### Cell classes on the final placement

The bar under the picture is 20 um long. Fill, decap, tap and diode cells in gray.
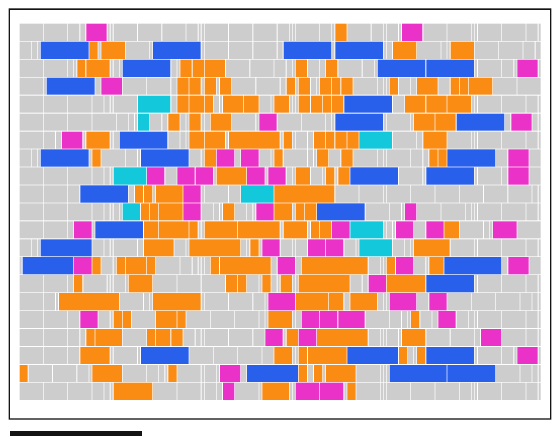
### Congestion heat map

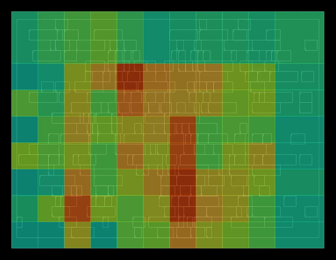
### Cell area per tile

The die is cut into 8 by 6 equal tiles; black is low, pale yellow is high, 0 to 100% covered.
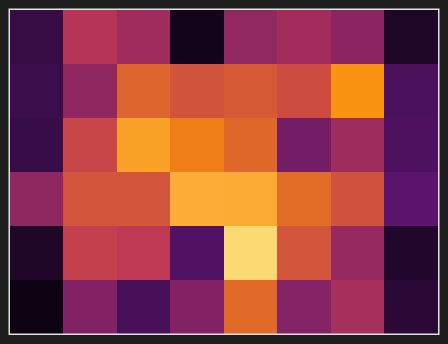
===== config.mk =====
export PLATFORM = sky130hd
export DESIGN_NAME = key_load_sequencer
export DESIGN_NICKNAME = d
export VERILOG_FILES = /design/src/rtl/key_load_sequencer.sv
export SDC_FILE = /design/constraint.sdc
export NUM_CORES = 1
export LEC_CHECK = 0
export ABC_CLOCK_PERIOD_IN_PS = 1600
export CELL_PAD_IN_SITES_DETAIL_PLACEMENT = 0
export CELL_PAD_IN_SITES_GLOBAL_PLACEMENT = 1
export CORE_ASPECT_RATIO = 0.75
export CORE_MARGIN = 1
export CORE_UTILIZATION = 34
export DETAILED_ROUTE_END_ITERATION = 6
export GPL_ROUTABILITY_DRIVEN = 0
export PLACE_DENSITY_LB_ADDON = 0.1
export RECOVER_POWER = 100
export SLEW_MARGIN = 40
export SYNTH_ARGS = -nofsm -noshare
export SYNTH_HDL_FRONTEND = slang
export SYNTH_SLANG_ARGS = --single-unit

===== constraint.sdc =====
create_clock -name clk -period 1.6 [get_ports clk]
set_input_delay 0.48 -clock clk [delete_from_list [all_inputs] [get_ports clk]]
set_output_delay 0.48 -clock clk [all_outputs]
set_load 0.01 [all_outputs]

===== src/rtl/key_load_sequencer.sv =====
// key_load_sequencer: loads a key-locked FSM's key bits from a serial
// stream, checks even parity, then releases the FSM reset after a hold time.
// Optional retry lockout is enabled by defining KEY_LOCKOUT_EN.
module key_load_sequencer #(
    parameter int KEY_W    = 8,
    parameter int RST_HOLD = 4,
    parameter int MAX_FAIL = 3
) (
    input  logic             clk,
    input  logic             rst,
    input  logic             key_start,
    input  logic             key_bit_valid,
    input  logic             key_bit,
    output logic             key_bit_ready,
    output logic [KEY_W-1:0] key_out,
    output logic             fsm_rst,
    output logic             load_done,
    output logic             load_err,
    output logic             locked_out
);

    localparam int CW = (KEY_W > 1) ? $clog2(KEY_W) : 1;
    localparam int HW = $clog2(RST_HOLD + 1);

    localparam logic [CW-1:0] LAST_BIT  = CW'(KEY_W - 1);
    localparam logic [CW-1:0] CNT_ONE   = CW'(1);
    localparam logic [HW-1:0] HOLD_INIT = HW'(RST_HOLD);
    localparam logic [HW-1:0] HOLD_ONE  = HW'(1);

    // A misconfigured instance never starts a load, so the locked FSM
    // simply stays held in reset.
    localparam bit CFG_OK = (KEY_W >= 1) && (KEY_W <= 32)
                         && (RST_HOLD >= 1) && (MAX_FAIL >= 1);

`ifdef KEY_LOCKOUT_EN
    localparam int FW = (MAX_FAIL > 1) ? $clog2(MAX_FAIL + 1) : 1;
    localparam logic [FW-1:0] FAIL_MAX = FW'(MAX_FAIL);
    localparam logic [FW-1:0] FAIL_ONE = FW'(1);

    typedef enum logic [2:0] {
        IDLE    = 3'd0,
        SHIFT   = 3'd1,
        PARITY  = 3'd2,
        CHECK   = 3'd3,
        COMMIT  = 3'd4,
        RELEASE = 3'd5,
        DONE    = 3'd6,
        LOCKOUT = 3'd7
    } state_t;
`else
    typedef enum logic [2:0] {
        IDLE    = 3'd0,
        SHIFT   = 3'd1,
        PARITY  = 3'd2,
        CHECK   = 3'd3,
        COMMIT  = 3'd4,
        RELEASE = 3'd5,
        DONE    = 3'd6
    } state_t;
`endif

    state_t           state_q, state_d;
    logic [KEY_W-1:0] shift_q, shift_d;
    logic [CW-1:0]    cnt_q, cnt_d;
    logic             par_q, par_d;
    logic [HW-1:0]    hold_q, hold_d;
    logic [KEY_W-1:0] key_q, key_d;
    logic             ready_q, ready_d;
    logic             frst_q, frst_d;
    logic             done_q, done_d;
    logic             err_q, err_d;
`ifdef KEY_LOCKOUT_EN
    logic [FW-1:0]    fail_q, fail_d;
    logic             lock_q, lock_d;
`endif

    logic xfer;
    logic start;
    logic par_bad;

    assign xfer    = key_bit_valid && ready_q;
    assign start   = key_start && CFG_OK;
    assign par_bad = (^shift_q) ^ par_q;

    // Next-state and datapath updates for the load/check/release sequence.
    always_comb begin
        state_d = state_q;
        shift_d = shift_q;
        cnt_d   = cnt_q;
        par_d   = par_q;
        hold_d  = hold_q;
        key_d   = key_q;
        err_d   = 1'b0;
`ifdef KEY_LOCKOUT_EN
        fail_d  = fail_q;
`endif
        unique case (state_q)
            IDLE: begin
                if (start) begin
                    state_d = SHIFT;
                    shift_d = '0;
                    cnt_d   = '0;
                end
            end
            SHIFT: begin
                if (xfer) begin
                    shift_d[cnt_q] = key_bit;
                    cnt_d          = cnt_q + CNT_ONE;
                    if (cnt_q == LAST_BIT) begin
                        state_d = PARITY;
                    end
                end
            end
            PARITY: begin
                if (xfer) begin
                    par_d   = key_bit;
                    state_d = CHECK;
                end
            end
            CHECK: begin
                if (!par_bad) begin
                    state_d = COMMIT;
                end else begin
                    err_d   = 1'b1;
                    state_d = IDLE;
`ifdef KEY_LOCKOUT_EN
                    if (fail_q != FAIL_MAX) begin
                        fail_d = fail_q + FAIL_ONE;
                    end
                    if (fail_d == FAIL_MAX) begin
                        state_d = LOCKOUT;
                    end
`endif
                end
            end
            COMMIT: begin
                key_d   = shift_q;
                hold_d  = HOLD_INIT;
                state_d = RELEASE;
`ifdef KEY_LOCKOUT_EN
                fail_d  = '0;
`endif
            end
            RELEASE: begin
                if (hold_q <= HOLD_ONE) begin
                    state_d = DONE;
                end else begin
                    hold_d = hold_q - HOLD_ONE;
                end
            end
            DONE: begin
                if (start) begin
                    state_d = SHIFT;
                    shift_d = '0;
                    cnt_d   = '0;
                end
            end
`ifdef KEY_LOCKOUT_EN
            LOCKOUT: begin
                state_d = LOCKOUT;
            end
`endif
            default: begin
                state_d = IDLE;
                shift_d = '0;
                cnt_d   = '0;
                par_d   = 1'b0;
                hold_d  = '0;
`ifdef KEY_LOCKOUT_EN
                fail_d  = '0;
`endif
            end
        endcase
    end

    // Registered outputs follow the state being entered, so they never glitch.
    always_comb begin
        ready_d = (state_d == SHIFT) || (state_d == PARITY);
        frst_d  = (state_d != DONE);
        done_d  = (state_d == DONE);
`ifdef KEY_LOCKOUT_EN
        lock_d  = (state_d == LOCKOUT);
`endif
    end

    // State and output registers with synchronous reset.
    always_ff @(posedge clk) begin
        if (rst) begin
            state_q <= IDLE;
            shift_q <= '0;
            cnt_q   <= '0;
            par_q   <= 1'b0;
            hold_q  <= '0;
            key_q   <= '0;
            ready_q <= 1'b0;
            frst_q  <= 1'b1;
            done_q  <= 1'b0;
            err_q   <= 1'b0;
`ifdef KEY_LOCKOUT_EN
            fail_q  <= '0;
            lock_q  <= 1'b0;
`endif
        end else begin
            state_q <= state_d;
            shift_q <= shift_d;
            cnt_q   <= cnt_d;
            par_q   <= par_d;
            hold_q  <= hold_d;
            key_q   <= key_d;
            ready_q <= ready_d;
            frst_q  <= frst_d;
            done_q  <= done_d;
            err_q   <= err_d;
`ifdef KEY_LOCKOUT_EN
            fail_q  <= fail_d;
            lock_q  <= lock_d;
`endif
        end
    end

    assign key_bit_ready = ready_q;
    assign key_out       = key_q;
    assign fsm_rst       = frst_q;
    assign load_done     = done_q;
    assign load_err      = err_q;
`ifdef KEY_LOCKOUT_EN
    assign locked_out    = lock_q;
`else
    assign locked_out    = 1'b0;
`endif

endmodule


==> notes.md <==
Physical implementation

The required time of the worst setup path is 1.80 ns. The instance count along the most critical hold path is 2. The worst hold path startpoint is key_out[6]. The end-of-flow timing check tallies setup violations at 0. The endpoint of the lowest-slack register-to-register path is key_bit_ready. Dividing the synthesized area by the synthesized cell count gives 8.98 um^2. The number of buffers between clock root and the deepest sink is 2. The pre-CTS setup check shows a worst slack of -0.398 ns.

The sum of routed wire length over all layers is 3.94 mm. The area of the mapped netlist is 1630 um^2. Pins over their slew limit in the final report were tallied at 0. The flow ran to the end, and the final reports show no timing, DRC or antenna violations.

CTS added clock buffers totalling 5. Per the GRT congestion report, total overflow comes to 0. The die is 61.9 um tall.

Per the skew report, the later register of the worst-skew pair sees a clock latency of 0.28 ns. The non-filler instance count after layout is 284. The type of the tightest min-delay check is flop to flop.

In this run the core area contains 21 standard-cell rows. Across all stage logs, warnings added up to 28. The final hold violation count recorded for this run is 0.

Max-cap violations in this run came to 0. For this design the top-level I/O count stands at 18. Setup slack on the critical path of the routed design comes to 0.0265 ns. The number of storage elements in the synthesis netlist is 30.

Synthesis handed over a netlist of 181 instances. The worst clock skew is 0.00319 ns. The post-route minimum period is 1.57 ns.

The worst hold endpoint is key_out[6]. The number of design rule violations left after detail routing is 0. The first global-routing pass estimated 6.09 mm of wire. The final-layout fill cell count is 432. The count of inserted antenna diode cells is 0.

The ratio of cells with drive above 1 in the final layout is 0.344. The count of antenna-violating nets left after detailed routing is 0. The number of cells reported by Yosys stat comes to 181. Setup slack on the worst reg-to-reg path comes out at 0.03 ns. The via count of the first global-routing pass was 1269.

According to the floorplan report, the total die area is 5060 um^2. The ratio of final minimum period to clock period is 0.983.
Notes on 'Cell classes on the final placement' above:
| class | color | cells | share of their area |
|---|---|---|---|
| remaining buffers and delay cells | magenta | 49 | 18% |
| combinational and other logic | orange | 140 | 49% |
| sequential cells | blue | 30 | 28% |
| clock drivers and dummy loads | cyan | 8 | 4.4% |

Notes on 'Congestion heat map' above:
DR WL/cell: 13.9 um
Final Util: 0.497
global-route layer with the greatest usage: met2
met1 usage: 0.230

Notes on 'Cell area per tile' above:
emptiest ninth of the die: south-west
mean over tiles: 43%
tiles over 75% full: 10%
fullest tile: 92%
densest ninth of the die: center
pre-placement core utilization: 0.360
total core area: 4520 um^2

## final cells by class
cell class,count,area (um^2),area share
multi-input combinational,131,1040,0.461
timing repair buffer,49,397,0.177
clock buffer,6,82.6,0.0368
clock inverter,2,12.5,0.00557
inverter,9,33.8,0.0150
tap,57,71.3,0.0318
sequential,30,613,0.273
## per-layer routing
metal | vias to the layer above | GRT usage | part of all wire
li1 | 719 | - | -
met1 | 656 | 0.230 | 0.52
met2 | 21 | 0.240 | 0.44
met3 | 4 | 0.0540 | 0.035
met4 | 0 | 0.0551 | 0.0091
met5 | - | 0 | 0
## where the power goes
group          internal, uW  switching, uW  total, uW  leakage, uW
registers               750           10.5        760     0.000245
logic                  89.3           97.7        187     0.000591
clock network           345            292        637    0.0000472
## what timing repair did
action | CTS | global route
gates resized | 17 | 39
endpoints found under the hold margin | 0 | 0
setup endpoints to repair | 24 | 11
setup buffers | 1 | 2
pin swaps | 2 | 9
hold buffers | 0 | 0
cloned | 0 | 1
## worst max-delay path by stage
stage	start	endpoint	slack (ns)	cells past startpoint
2_1_floorplan	hold_q[1]	key_bit_ready	0.007	7
3_3_place_gp	key_start	key_bit_ready	-0.37	6
3_5_place_dp	key_bit_valid	key_bit_ready	-0.40	7
4_1_cts	hold_q[1]	key_bit_ready	0.01	7
5_1_grt	hold_q[1]	key_bit_ready	-0.04	7
6_report	hold_q[1]	key_bit_ready	0.03	7
## cell usage in the layout, fill, tap and decap left out, types with 3 or more instances in the layout
cell and count:
a21oi_1 16, a31oi_1 4, nand2_1 16, o21ai_1 8, o21ai_0 4, xnor2_1 6
buf_4 29, ha_1 3, dlygate4sd2_1 12, dfxtp_2 4, inv_1 5, nor2_1 20
mux2i_1 10, dfxtp_1 24, clkbuf_8 6, buf_6 3, inv_2 4
## metrics by stage
step                      setup TNS [ns]  hold WS [ns]
after floorplan                        0         0.473
final                                  0         0.487
after detailed placement           -5.40         0.486
after global placement             -4.98         0.473
after CTS                              0         0.496
after global routing             -0.0794         0.524
## worst max-delay path: stages (launching register included)
cell and delay [ns]:
dfxtp_2 0.33, inv_2 0.05, ha_4 0.14, o21ba_4 0.25, nor2_8 0.06, o311a_4 0.33
xnor2_2 0.13, a211oi_2 0.20
## cell usage after synthesis, drive strengths merged, types with 2 or more instances
cell type	count	area share
a21oi	17	0.052
a31oi	6	0.032
buf	7	0.036
clkbuf	4	0.015
dfxtp	30	0.37
ha	5	0.038
inv	9	0.021
mux2	2	0.014
mux2i	10	0.062
nand2	16	0.037
nand2b	2	0.012
nand3	4	0.012
nor2	22	0.061
nor2b	3	0.016
nor3	4	0.022
nor4	2	0.0077
o21ai	12	0.037
o31ai	2	0.012
xnor2	7	0.038
xor2	2	0.011
## kinds of logic after synthesis
| logic type | share of synthesized area |
|---|---|
| muxes | 0.0754 |
| DFF | 0.370 |
| other | 0.00231 |
| AOI/OAI and AO/OA | 0.196 |
| xor gates and xnor gates | 0.0485 |
| and+or+nand+nor | 0.197 |
| buffers and inverters | 0.0724 |
| adders and majority gates | 0.0385 |
No activity file was given, so power comes from the tool's default toggle rates.
